Figure 1. Routing congestion map (run 1).
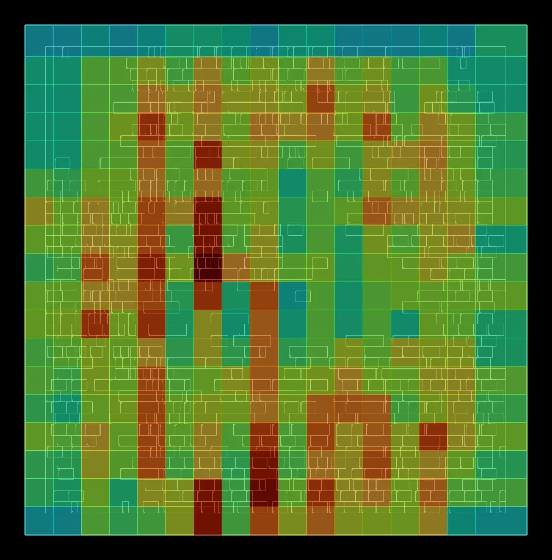
Figure 2. Clock wires, drivers and flops (run 1).
Scale bar: 20 µm.
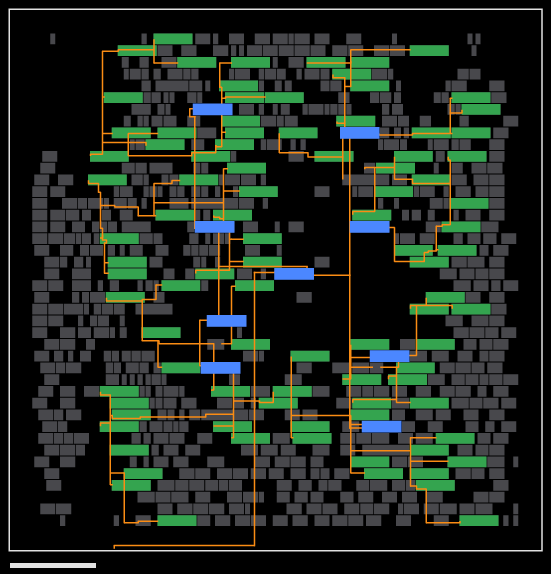
Figure 3. Where the registers sit (run 1).
Scale bar: 20 µm.
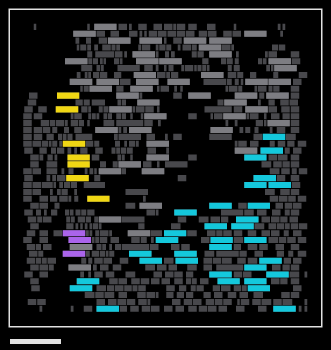
<file path="src/rtl/twiddle_axil_loader_if.sv">
// AXI4-Lite bus bundle between the twiddle loader (master) and the
// correlator's coefficient port (slave).
interface twiddle_axil_loader_if #(
  parameter int ADDR_WIDTH = 10,
  parameter int DATA_WIDTH = 32
);
  logic [ADDR_WIDTH-1:0]   awaddr;
  logic [2:0]              awprot;
  logic                    awvalid;
  logic                    awready;
  logic [DATA_WIDTH-1:0]   wdata;
  logic [DATA_WIDTH/8-1:0] wstrb;
  logic                    wvalid;
  logic                    wready;
  logic [1:0]              bresp;
  logic                    bvalid;
  logic                    bready;
  logic [ADDR_WIDTH-1:0]   araddr;
  logic [2:0]              arprot;
  logic                    arvalid;
  logic                    arready;
  logic [DATA_WIDTH-1:0]   rdata;
  logic [1:0]              rresp;
  logic                    rvalid;
  logic                    rready;

  modport master (
    output awaddr, awprot, awvalid, input awready,
    output wdata, wstrb, wvalid, input wready,
    input bresp, bvalid, output bready,
    output araddr, arprot, arvalid, input arready,
    input rdata, rresp, rvalid, output rready
  );

  modport slave (
    input awaddr, awprot, awvalid, output awready,
    input wdata, wstrb, wvalid, output wready,
    output bresp, bvalid, input bready,
    input araddr, arprot, arvalid, output arready,
    output rdata, rresp, rvalid, input rready
  );
endinterface

</file>
<file path="src/rtl/twiddle_axil_loader.sv">
// Streams complex twiddles into consecutive words of the correlator BRAM over
// AXI4-Lite, one serialized write (plus optional readback compare) per bin.
module twiddle_axil_loader #(
  parameter int DFT_LEN     = 128,
  parameter int TWIDD_WIDTH = 16,
  parameter int ADDR_WIDTH  = $clog2(DFT_LEN) + 3,
  parameter int VERIFY      = 1
) (
  input  logic                       clk,
  input  logic                       rst,
  input  logic                       start,
  input  logic [31:0]                n_words,
  input  logic [TWIDD_WIDTH-1:0]     din_re,
  input  logic [TWIDD_WIDTH-1:0]     din_im,
  input  logic                       din_valid,
  output logic                       din_ready,
  output logic                       busy,
  output logic                       done,
  output logic                       err_resp,
  output logic                       mismatch,
  output logic [$clog2(DFT_LEN)-1:0] mismatch_idx,
  output logic [31:0]                words_done,
  twiddle_axil_loader_if.master      m_axil
);

  localparam int IDX_W  = $clog2(DFT_LEN);
  localparam int CNT_W  = IDX_W + 1;
  localparam int DATA_W = 2 * TWIDD_WIDTH;
  localparam int STRB_W = DATA_W / 8;

  typedef enum logic [2:0] {
    S_IDLE,
    S_FETCH,
    S_WRITE,
    S_BRESP,
    S_RADDR,
    S_RDATA,
    S_NEXT,
    S_DONE
  } state_t;

  state_t             state_q, state_d;
  logic [IDX_W-1:0]   idx_q, idx_d;
  logic [IDX_W-1:0]   last_q, last_d;
  logic [DATA_W-1:0]  hold_q, hold_d;
  logic               aw_done_q, aw_done_d;
  logic               w_done_q, w_done_d;
  logic               err_q, err_d;
  logic               mm_q, mm_d;
  logic [IDX_W-1:0]   mm_idx_q, mm_idx_d;
  logic [31:0]        words_q, words_d;

  logic [CNT_W-1:0]   n_clamp;
  logic               awvalid;
  logic               wvalid;
  logic               bready;
  logic               arvalid;
  logic               rready;
  logic               aw_hs;
  logic               w_hs;

  // Requests beyond the table size load the whole table rather than wrap.
  always_comb begin
    n_clamp = n_words[CNT_W-1:0];
    if (n_words > 32'(DFT_LEN)) begin
      n_clamp = CNT_W'(DFT_LEN);
    end
  end

  assign aw_hs = awvalid && m_axil.awready;
  assign w_hs  = wvalid && m_axil.wready;

  always_comb begin
    state_d   = state_q;
    idx_d     = idx_q;
    last_d    = last_q;
    hold_d    = hold_q;
    aw_done_d = aw_done_q;
    w_done_d  = w_done_q;
    err_d     = err_q;
    mm_d      = mm_q;
    mm_idx_d  = mm_idx_q;
    words_d   = words_q;
    din_ready = 1'b0;
    awvalid   = 1'b0;
    wvalid    = 1'b0;
    bready    = 1'b0;
    arvalid   = 1'b0;
    rready    = 1'b0;

    case (state_q)
      S_IDLE: begin
        if (start) begin
          err_d    = 1'b0;
          mm_d     = 1'b0;
          mm_idx_d = '0;
          words_d  = '0;
          idx_d    = '0;
          last_d   = IDX_W'(n_clamp - CNT_W'(1));
          state_d  = (n_clamp == '0) ? S_DONE : S_FETCH;
        end
      end

      S_FETCH: begin
        din_ready = 1'b1;
        if (din_valid) begin
          hold_d    = {din_im, din_re};
          aw_done_d = 1'b0;
          w_done_d  = 1'b0;
          state_d   = S_WRITE;
        end
      end

      // Address and data channels complete independently, in either order.
      S_WRITE: begin
        awvalid   = !aw_done_q;
        wvalid    = !w_done_q;
        aw_done_d = aw_done_q || aw_hs;
        w_done_d  = w_done_q || w_hs;
        if (aw_done_d && w_done_d) begin
          state_d = S_BRESP;
        end
      end

      S_BRESP: begin
        bready = 1'b1;
        if (m_axil.bvalid) begin
          if (m_axil.bresp != 2'b00) begin
            err_d = 1'b1;
          end
          state_d = (VERIFY != 0) ? S_RADDR : S_NEXT;
        end
      end

      S_RADDR: begin
        arvalid = 1'b1;
        if (m_axil.arready) begin
          state_d = S_RDATA;
        end
      end

      // A failed read carries no trustworthy data, so it never counts as a miscompare.
      S_RDATA: begin
        rready = 1'b1;
        if (m_axil.rvalid) begin
          if (m_axil.rresp != 2'b00) begin
            err_d = 1'b1;
          end else if ((m_axil.rdata != hold_q) && !mm_q) begin
            mm_d     = 1'b1;
            mm_idx_d = idx_q;
          end
          state_d = S_NEXT;
        end
      end

      S_NEXT: begin
        words_d = words_q + 32'd1;
        if (idx_q == last_q) begin
          state_d = S_DONE;
        end else begin
          idx_d   = idx_q + IDX_W'(1);
          state_d = S_FETCH;
        end
      end

      S_DONE: begin
        state_d = S_IDLE;
      end

      default: begin
        state_d = S_IDLE;
      end
    endcase
  end

  always_ff @(posedge clk or posedge rst) begin
    if (rst) begin
      state_q   <= S_IDLE;
      idx_q     <= '0;
      last_q    <= '0;
      hold_q    <= '0;
      aw_done_q <= 1'b0;
      w_done_q  <= 1'b0;
      err_q     <= 1'b0;
      mm_q      <= 1'b0;
      mm_idx_q  <= '0;
      words_q   <= '0;
    end else begin
      state_q   <= state_d;
      idx_q     <= idx_d;
      last_q    <= last_d;
      hold_q    <= hold_d;
      aw_done_q <= aw_done_d;
      w_done_q  <= w_done_d;
      err_q     <= err_d;
      mm_q      <= mm_d;
      mm_idx_q  <= mm_idx_d;
      words_q   <= words_d;
    end
  end

  assign busy         = (state_q != S_IDLE);
  assign done         = (state_q == S_DONE);
  assign err_resp     = err_q;
  assign mismatch     = mm_q;
  assign mismatch_idx = mm_idx_q;
  assign words_done   = words_q;

  assign m_axil.awaddr  = ADDR_WIDTH'({idx_q, 2'b00});
  assign m_axil.araddr  = ADDR_WIDTH'({idx_q, 2'b00});
  assign m_axil.awprot  = 3'b000;
  assign m_axil.arprot  = 3'b000;
  assign m_axil.wdata   = hold_q;
  assign m_axil.awvalid = awvalid;
  assign m_axil.wvalid  = wvalid;
  assign m_axil.bready  = bready;
  assign m_axil.arvalid = arvalid;
  assign m_axil.rready  = rready;

  // Twiddle words are always written whole.
  generate
    for (genvar gi = 0; gi < STRB_W; gi++) begin : g_wstrb
      assign m_axil.wstrb[gi] = 1'b1;
    end
  endgenerate

endmodule

</file>
<file path="src/flat_wrapper.sv">
// flat-port wrapper written by rule: the top's interface ports become plain ports
module twiddle_axil_loader_flat 
#(
  parameter int DFT_LEN     = 128,
  parameter int TWIDD_WIDTH = 16,
  parameter int ADDR_WIDTH  = $clog2(DFT_LEN) + 3,
  parameter int VERIFY      = 1
)
  (clk, rst, start, n_words, din_re, din_im, din_valid, din_ready, busy, done, err_resp, mismatch, mismatch_idx, words_done, m_axil_awaddr, m_axil_awprot, m_axil_awvalid, m_axil_awready, m_axil_wdata, m_axil_wstrb, m_axil_wvalid, m_axil_wready, m_axil_bresp, m_axil_bvalid, m_axil_bready, m_axil_araddr, m_axil_arprot, m_axil_arvalid, m_axil_arready, m_axil_rdata, m_axil_rresp, m_axil_rvalid, m_axil_rready);
  twiddle_axil_loader_if #(.ADDR_WIDTH(ADDR_WIDTH)) m_axil_i ();
  input  logic clk;
  input  logic rst;
  input  logic start;
  input  logic [31:0] n_words;
  input  logic [TWIDD_WIDTH-1:0] din_re;
  input  logic [TWIDD_WIDTH-1:0] din_im;
  input  logic din_valid;
  output logic din_ready;
  output logic busy;
  output logic done;
  output logic err_resp;
  output logic mismatch;
  output logic [$clog2(DFT_LEN)-1:0] mismatch_idx;
  output logic [31:0] words_done;
  output wire logic [$bits(m_axil_i.awaddr)-1:0] m_axil_awaddr;
  output wire logic [$bits(m_axil_i.awprot)-1:0] m_axil_awprot;
  output wire logic [$bits(m_axil_i.awvalid)-1:0] m_axil_awvalid;
  input wire logic [$bits(m_axil_i.awready)-1:0] m_axil_awready;
  output wire logic [$bits(m_axil_i.wdata)-1:0] m_axil_wdata;
  output wire logic [$bits(m_axil_i.wstrb)-1:0] m_axil_wstrb;
  output wire logic [$bits(m_axil_i.wvalid)-1:0] m_axil_wvalid;
  input wire logic [$bits(m_axil_i.wready)-1:0] m_axil_wready;
  input wire logic [$bits(m_axil_i.bresp)-1:0] m_axil_bresp;
  input wire logic [$bits(m_axil_i.bvalid)-1:0] m_axil_bvalid;
  output wire logic [$bits(m_axil_i.bready)-1:0] m_axil_bready;
  output wire logic [$bits(m_axil_i.araddr)-1:0] m_axil_araddr;
  output wire logic [$bits(m_axil_i.arprot)-1:0] m_axil_arprot;
  output wire logic [$bits(m_axil_i.arvalid)-1:0] m_axil_arvalid;
  input wire logic [$bits(m_axil_i.arready)-1:0] m_axil_arready;
  input wire logic [$bits(m_axil_i.rdata)-1:0] m_axil_rdata;
  input wire logic [$bits(m_axil_i.rresp)-1:0] m_axil_rresp;
  input wire logic [$bits(m_axil_i.rvalid)-1:0] m_axil_rvalid;
  output wire logic [$bits(m_axil_i.rready)-1:0] m_axil_rready;
  assign m_axil_awaddr = m_axil_i.awaddr;
  assign m_axil_awprot = m_axil_i.awprot;
  assign m_axil_awvalid = m_axil_i.awvalid;
  assign m_axil_i.awready = m_axil_awready;
  assign m_axil_wdata = m_axil_i.wdata;
  assign m_axil_wstrb = m_axil_i.wstrb;
  assign m_axil_wvalid = m_axil_i.wvalid;
  assign m_axil_i.wready = m_axil_wready;
  assign m_axil_i.bresp = m_axil_bresp;
  assign m_axil_i.bvalid = m_axil_bvalid;
  assign m_axil_bready = m_axil_i.bready;
  assign m_axil_araddr = m_axil_i.araddr;
  assign m_axil_arprot = m_axil_i.arprot;
  assign m_axil_arvalid = m_axil_i.arvalid;
  assign m_axil_i.arready = m_axil_arready;
  assign m_axil_i.rdata = m_axil_rdata;
  assign m_axil_i.rresp = m_axil_rresp;
  assign m_axil_i.rvalid = m_axil_rvalid;
  assign m_axil_rready = m_axil_i.rready;
  twiddle_axil_loader #(.DFT_LEN(DFT_LEN), .TWIDD_WIDTH(TWIDD_WIDTH), .ADDR_WIDTH(ADDR_WIDTH), .VERIFY(VERIFY)) u_core (.clk(clk), .rst(rst), .start(start), .n_words(n_words), .din_re(din_re), .din_im(din_im), .din_valid(din_valid), .din_ready(din_ready), .busy(busy), .done(done), .err_resp(err_resp), .mismatch(mismatch), .mismatch_idx(mismatch_idx), .words_done(words_done), .m_axil(m_axil_i));
endmodule
</file>
<file path="config.mk">
export PLATFORM = sky130hd
export DESIGN_NAME = twiddle_axil_loader_flat
export DESIGN_NICKNAME = d
export VERILOG_FILES = /design/src/rtl/twiddle_axil_loader_if.sv /design/src/rtl/twiddle_axil_loader.sv /design/src/flat_wrapper.sv
export SDC_FILE = /design/constraint.sdc
export NUM_CORES = 1
export LEC_CHECK = 0
export CORE_AREA = 5 5 118 120
export DETAILED_ROUTE_END_ITERATION = 6
export DIE_AREA = 0 0 123 125
export PLACE_DENSITY = 0.78
export REMOVE_ABC_BUFFERS = 1
export SYNTH_ARGS = -nofsm -noshare
export SYNTH_HDL_FRONTEND = slang
export SYNTH_SLANG_ARGS = --single-unit
</file>
<file path="constraint.sdc">
create_clock -name clk -period 3.8 [get_ports clk]
set_input_delay 0.76 -clock clk [delete_from_list [all_inputs] [get_ports clk]]
set_output_delay 0.76 -clock clk [all_outputs]
set_load 0.005 [all_outputs]
</file>
==> job_summary.md, run 1 <==
### Yosys + OpenROAD results

| Metric | Value |
|---|---|
| Hold Crit Class | reg -> reg |
| Gpl congestion | 0.8606 |
| Floorplan row count | 42 |
| Cells in synth_stat.txt | 487 |
| Largest net degree at the start of global routing | 61 |
| Final Util | 58.11% |
| CTS root buf | clkbuf_16 |
| Yosys Chip Area | 5015 µm² |
| Cts-stage hold buffer count | 0 |
| Die height | 125 µm |
| Final Cell Area | 7482 µm² |
| Area delta synth->final | 49.20% |
| Most instantiated logic cells after routing | clkdlybuf4s50_1 (203), dfrtp_1 (92), nand2_1 (58) |
| Post-synthesis cell area | 5015 µm² |
| Final Non-Filler Cells | 862 |
| Sequential share of power | 37.4% |
| Fin crit period | 3.012 ns |
| First-pass GRT wire length | 22,600 µm |
| Crit path cell chain | clkdlybuf4s50_1 > nor4_1 > nand2_1 > a211oi_2 > buf_4 > nand2_1 > ha_1 > nand2_1 > a21oi_1 > a211o_1 |
| Tool warning count | 26 |
| Status | complete, no violations |
| Nets | 794 |
| CTS-repair resized insts | 0 |
| Critical path's slowest cell | nor4_1 |
| CTS Sinks | 92 |
| Postcts setup bufs | 0 |
| TritonCTS clock tree | done |
| Cell Type Count | 52 |
| Most used cell, CP | nand2_1 |
| Post-synth EDFFs | 0 |
About Figure 1:
GRT Util Overall: 18.13%
met1 Track Usage GR: 23.25%
gr busiest metal: met2

About Figure 2:
Green stands for flip-flops, count 92. Orange stands for clock wires, length 1,130 µm. Blue stands for cells driving clock nets, count 9.
There are 10 routed clock nets.

About Figure 3:
Purple stands for `u_core.state_q`, flops 3. Yellow stands for `u_core.last_q`, flops 7, where left middle. Cyan stands for `u_core.m_axil.wdata`, flops 32.

==> run 1: Yosys cell counts, types with 3 or more instances <==
cell type / number / area [µm²]
nand2_1: 58 / 217.7
clkbuf_1: 10 / 37.54
xnor2_1: 42 / 367.9
and3_1: 6 / 37.54
nor3b_1: 3 / 22.52
o21ai_0: 21 / 105.1
o41ai_1: 3 / 26.28
nor2b_1: 3 / 18.77
mux2i_1: 27 / 270.3
inv_1: 15 / 56.30
nor4_1: 10 / 62.56
nor2_1: 16 / 60.06
ha_1: 4 / 50.05
a21oi_1: 11 / 55.05
o211ai_1: 5 / 37.54
dfrtp_1: 92 / 2302
mux2_2: 31 / 349.1
o31ai_1: 8 / 60.06
a31oi_1: 5 / 31.28
buf_4: 23 / 172.7
nand4_1: 17 / 106.4
or3_1: 7 / 43.79
buf_2: 5 / 25.02
nand2b_1: 3 / 18.77
nor3_1: 12 / 60.06
nand3_1: 14 / 70.07
or4_1: 3 / 22.52
==> run 1: power by group through the flow <==
stage | Combinational [mW] | Clock, mW | Sequential [mW]
final | 1.55 | 1.10 | 1.58
after global routing | 1.68 | 1.16 | 1.63
after CTS | 1.57 | 1.12 | 1.58
after detailed placement | 1.56 | 0 | 1.60
after global placement | 1.51 | 0 | 1.58
after floorplan | 0.728 | 0 | 1.54
==> run 1: worst register-to-register path, delay by kind of cell, from the launching register on <==
kind	cells	cell delay, ns
mux	1	0.15
flops	1	0.73
simple gates	4	1.42
==> run 1: through the flow <==
step	power [mW]	setup slack, ns	hold WS, ns
2_1_floorplan	2.271	0.6480	0.4696
3_3_place_gp	3.091	0.6553	0.4683
3_5_place_dp	3.153	0.5239	0.4758
4_1_cts	4.274	0.8802	0.4862
5_1_grt	4.472	0.6322	0.5219
6_report	4.228	0.7884	0.4818
==> run 1: metal layers <==
| metal | GRT usage, % | vias up | part of all wire (%) |
|---|---|---|---|
| met5 | 0 | - | 0 |
| met4 | 6.515 | 0 | 2.1 |
| met3 | 2.755 | 20 | 5.9 |
| met2 | 30.91 | 170 | 50 |
| met1 | 23.25 | 2115 | 42 |
| li1 | - | 2090 | - |
==> run 1: worst paths after layout <==
kind                                            start                 endpoint  slack, ns  depth (start not counted)
max in group asynchronous                         rst    u_core.words_done[31]       2.13                          3
worst max-delay path                       n_words[2]         u_core.last_q[2]       0.79                         10
worst min-delay path            u_core.words_done[31]    u_core.words_done[31]       0.48                          1
min in group asynchronous                         rst  u_core.m_axil.wdata[20]       0.93                          2
worst min register to register  u_core.words_done[31]    u_core.words_done[31]       0.48                          1
worst max register to register      u_core.state_q[2]    u_core.words_done[22]       1.37                          5
==> run 1: final cells by class <==
cell class	count	area (µm²)	area share, %
timing repair buffer	209	2077	27.76
multi-input combinational	354	2451	32.76
clock buffer	9	225.2	3.010
inverter	15	58.81	0.7860
clock inverter	7	147.6	1.973
tap	176	220.2	2.943
sequential	92	2302	30.77
==> run 1: sequential cells by signal (all words and copies together), names as in the netlist <==
signal	flops
u_core.aw_done_q	1
u_core.err_resp	1
u_core.idx_q	7
u_core.last_q	7
u_core.m_axil.wdata	32
u_core.mismatch	1
u_core.mismatch_idx	7
u_core.state_q	3
u_core.w_done_q	1
u_core.words_done	32
==> run 2, diff against run 1 <==
- clock period: 3.8 -> 3.1 ns (I/O delays scaled with it)
==> run 2 against run 1 <==
Non-clock buffer count increased by 2. Global-route usage increased by 0.091 points. Clock power about the same. Critical path depth decreased by 1. Register-to-register slack got worse by 0.67 ns. Worst hold slack improved by 0.0031 ns. Sequential power increased by 22%. Routed wire length increased by 0.44%. First-iteration DRC count increased by 27%. Clock skew increased by 0.0040 ns. Critical endpoint unchanged. Largest cell class unchanged. Largest power group unchanged.
==> job_summary.md, run 2 <==
### Yosys + OpenROAD results

| Metric | Value |
|---|---|
| Status | complete, no violations |
| Hold Crit Class | reg -> reg |
| Post-synth EDFFs | 0 |
| TritonCTS clock tree | done |
| Most instantiated logic cells after routing | clkdlybuf4s50_1 (203), dfrtp_1 (92), nand2_1 (58) |
| Post-synthesis cell area | 5015 µm² |
| Cell Type Count | 52 |
| Cts-stage hold buffer count | 0 |
| Cell area leaders | dfrtp_1 (46%), xnor2_1 (7.3%), mux2_2 (7.0%), mux2i_1 (5.4%), nand2_1 (4.3%) |
| Postcts setup bufs | 0 |
| Syn. warnings | 0 |
| Fin crit period | 2.675 ns |
| Yosys Chip Area | 5015 µm² |
| Worst slack, placed | 0.09440 ns |
| Post-synth top area share | 45.91% |
| Area delta synth->final | 48.20% |
| CTS Sinks | 92 |
| Critical path's slowest cell | clkdlybuf4s50_1 |
| Hold path startpoint | u_core.err_resp |
| Worst Setup SP | n_words[2] |
| Final hold slack | 0.4848 ns |
| CTS root buf | clkbuf_16 |
| Most common cell in the netlist | dfrtp_1 |
| Floorplan row count | 42 |
| R2R Setup Slk | 0.70 ns |
| First-pass GRT wire length | 22,710 µm |
| Most used cell, CP | nand2_1 |
| Crit path cell chain | clkdlybuf4s50_1 > nor4_1 > nand2_1 > a211oi_2 > nand2_1 > ha_1 > nand2_1 > a21oi_1 > a211o_1 |
| Hold EP | u_core.err_resp |
| CTS-repair resized insts | 0 |
| RR Endpoint | u_core.words_done[16] |
| Final Cell Area | 7432 µm² |
| FF-to-FF Start | u_core.state_q[2] |
| Nets | 796 |
| GRT Util Overall | 18.22% |
| Gpl congestion | 0.8812 |
| Largest net degree at the start of global routing | 54 |
| Cells in synth_stat.txt | 487 |
| Reg2Reg Depth | 5 |
| Top cells by count | dfrtp_1 (92), nand2_1 (58), xnor2_1 (42) |
[run 2: cell types whose count changed in the layout (fill, tap and decap cells not counted)]
cell / before / now
buf_4: 6 / 7
clkinvlp_4: 1 / 0
bufinv_16: 4 / 1
buf_12: 0 / 1
clkbuf_1: 0 / 2
clkinv_2: 0 / 2
clkbuf_8: 0 / 1
inv_8: 1 / 0
[run 2: per-stage QoR]
step / utilization (%) / instances / power, mW
finish: 57.73 / 864 / 4.925
global route: 57.73 / 864 / 5.232
CTS: 57.73 / 864 / 4.985
detailed placement: 55.43 / 848 / 3.879
global placement: 55.43 / 848 / 3.801
floorplan: - / 461 / 2.783
[run 2: critical path: cells and delay by family]
kind                     cells  cell delay (ns)
adder cells (fa/ha/maj)      1             0.30
buffers and inverters        1             0.47
AND-OR/OR-AND                3             0.66
AND/OR/NAND/NOR              4             0.84
[run 2: worst max path at each step]
stage	end	slack [ns]	cells past startpoint
finish	u_core.last_q[2]	0.43	9
CTS	u_core.last_q[2]	0.44	9
global route	u_core.state_q[2]	0.23	10
detailed placement	u_core.last_q[2]	0.09	9
global placement	u_core.last_q[2]	0.31	9
floorplan	u_core.aw_done_q	0.09	1
[run 2: final cells by class]
class | instances | area (µm²) | share of cell area, %
tap | 176 | 220.2 | 2.963
inverter | 15 | 58.81 | 0.7912
sequential | 92 | 2302 | 30.98
timing repair buffer | 211 | 2105 | 28.32
multi-input combinational | 354 | 2451 | 32.98
clock inverter | 4 | 48.80 | 0.6566
clock buffer | 12 | 246.5 | 3.316
[run 2: cell families after synthesis]
| logic type | after synthesis |
|---|---|
| adders and majority gates | 4 |
| other | 2 |
| xor gates and xnor gates | 44 |
| AOI/OAI and AO/OA | 64 |
| muxes | 59 |
| buffers and inverters | 55 |
| DFF | 92 |
| and+or+nand+nor | 167 |
[run 2: power breakdown]
part	switching (mW)	total, mW	internal [mW]
Sequential	0.397	1.93	1.53
Combinational	0.701	1.91	1.21
Clock	0.441	1.09	0.646
Total	1.54	4.92	3.39
[run 2: layer usage]
| metal | GRT usage [%] | vias to the layer above | routed length, µm |
|---|---|---|---|
| met2 | 31.52 | 155 | 7171 |
| li1 | - | 2084 | - |
| met1 | 22.80 | 2126 | 5943 |
| met3 | 2.981 | 26 | 848 |
| met5 | 0 | - | 0 |
| met4 | 6.580 | 0 | 290 |
Figure 4. Cell classes on the final placement (run 2).
Scale bar: 20 µm.
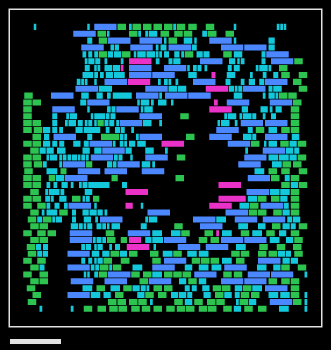
Green stands for other buffers and delay cells, cells 211. Magenta stands for clock drivers and dummy loads, cells 16. Cyan stands for all other logic, cells 369. Blue stands for flip-flops, cells 92.

Figure 5. Gate-type map (run 2).
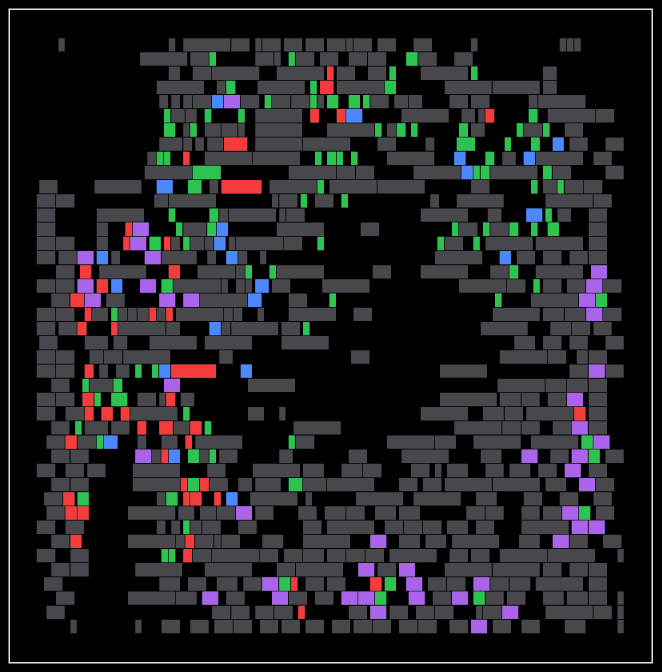
Green stands for NAND gates, cells 97. Red stands for NOR gates, cells 48. Blue stands for AND and OR gates, cells 22. Purple stands for XOR/XNOR gates, cells 44.

Figure 6. Clock wires, drivers and flops (run 2).
Scale bar: 20 µm.
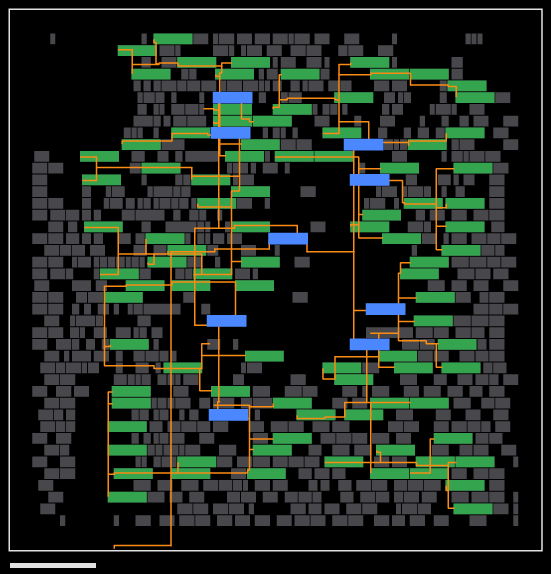
Orange stands for clock wires, length 1,180 µm. Green stands for flip-flops, count 92. Blue stands for cells driving clock nets, count 9.
Position of the flops: all over the die. There are 10 routed clock nets.

Power is estimated from default activity; no workload was simulated.
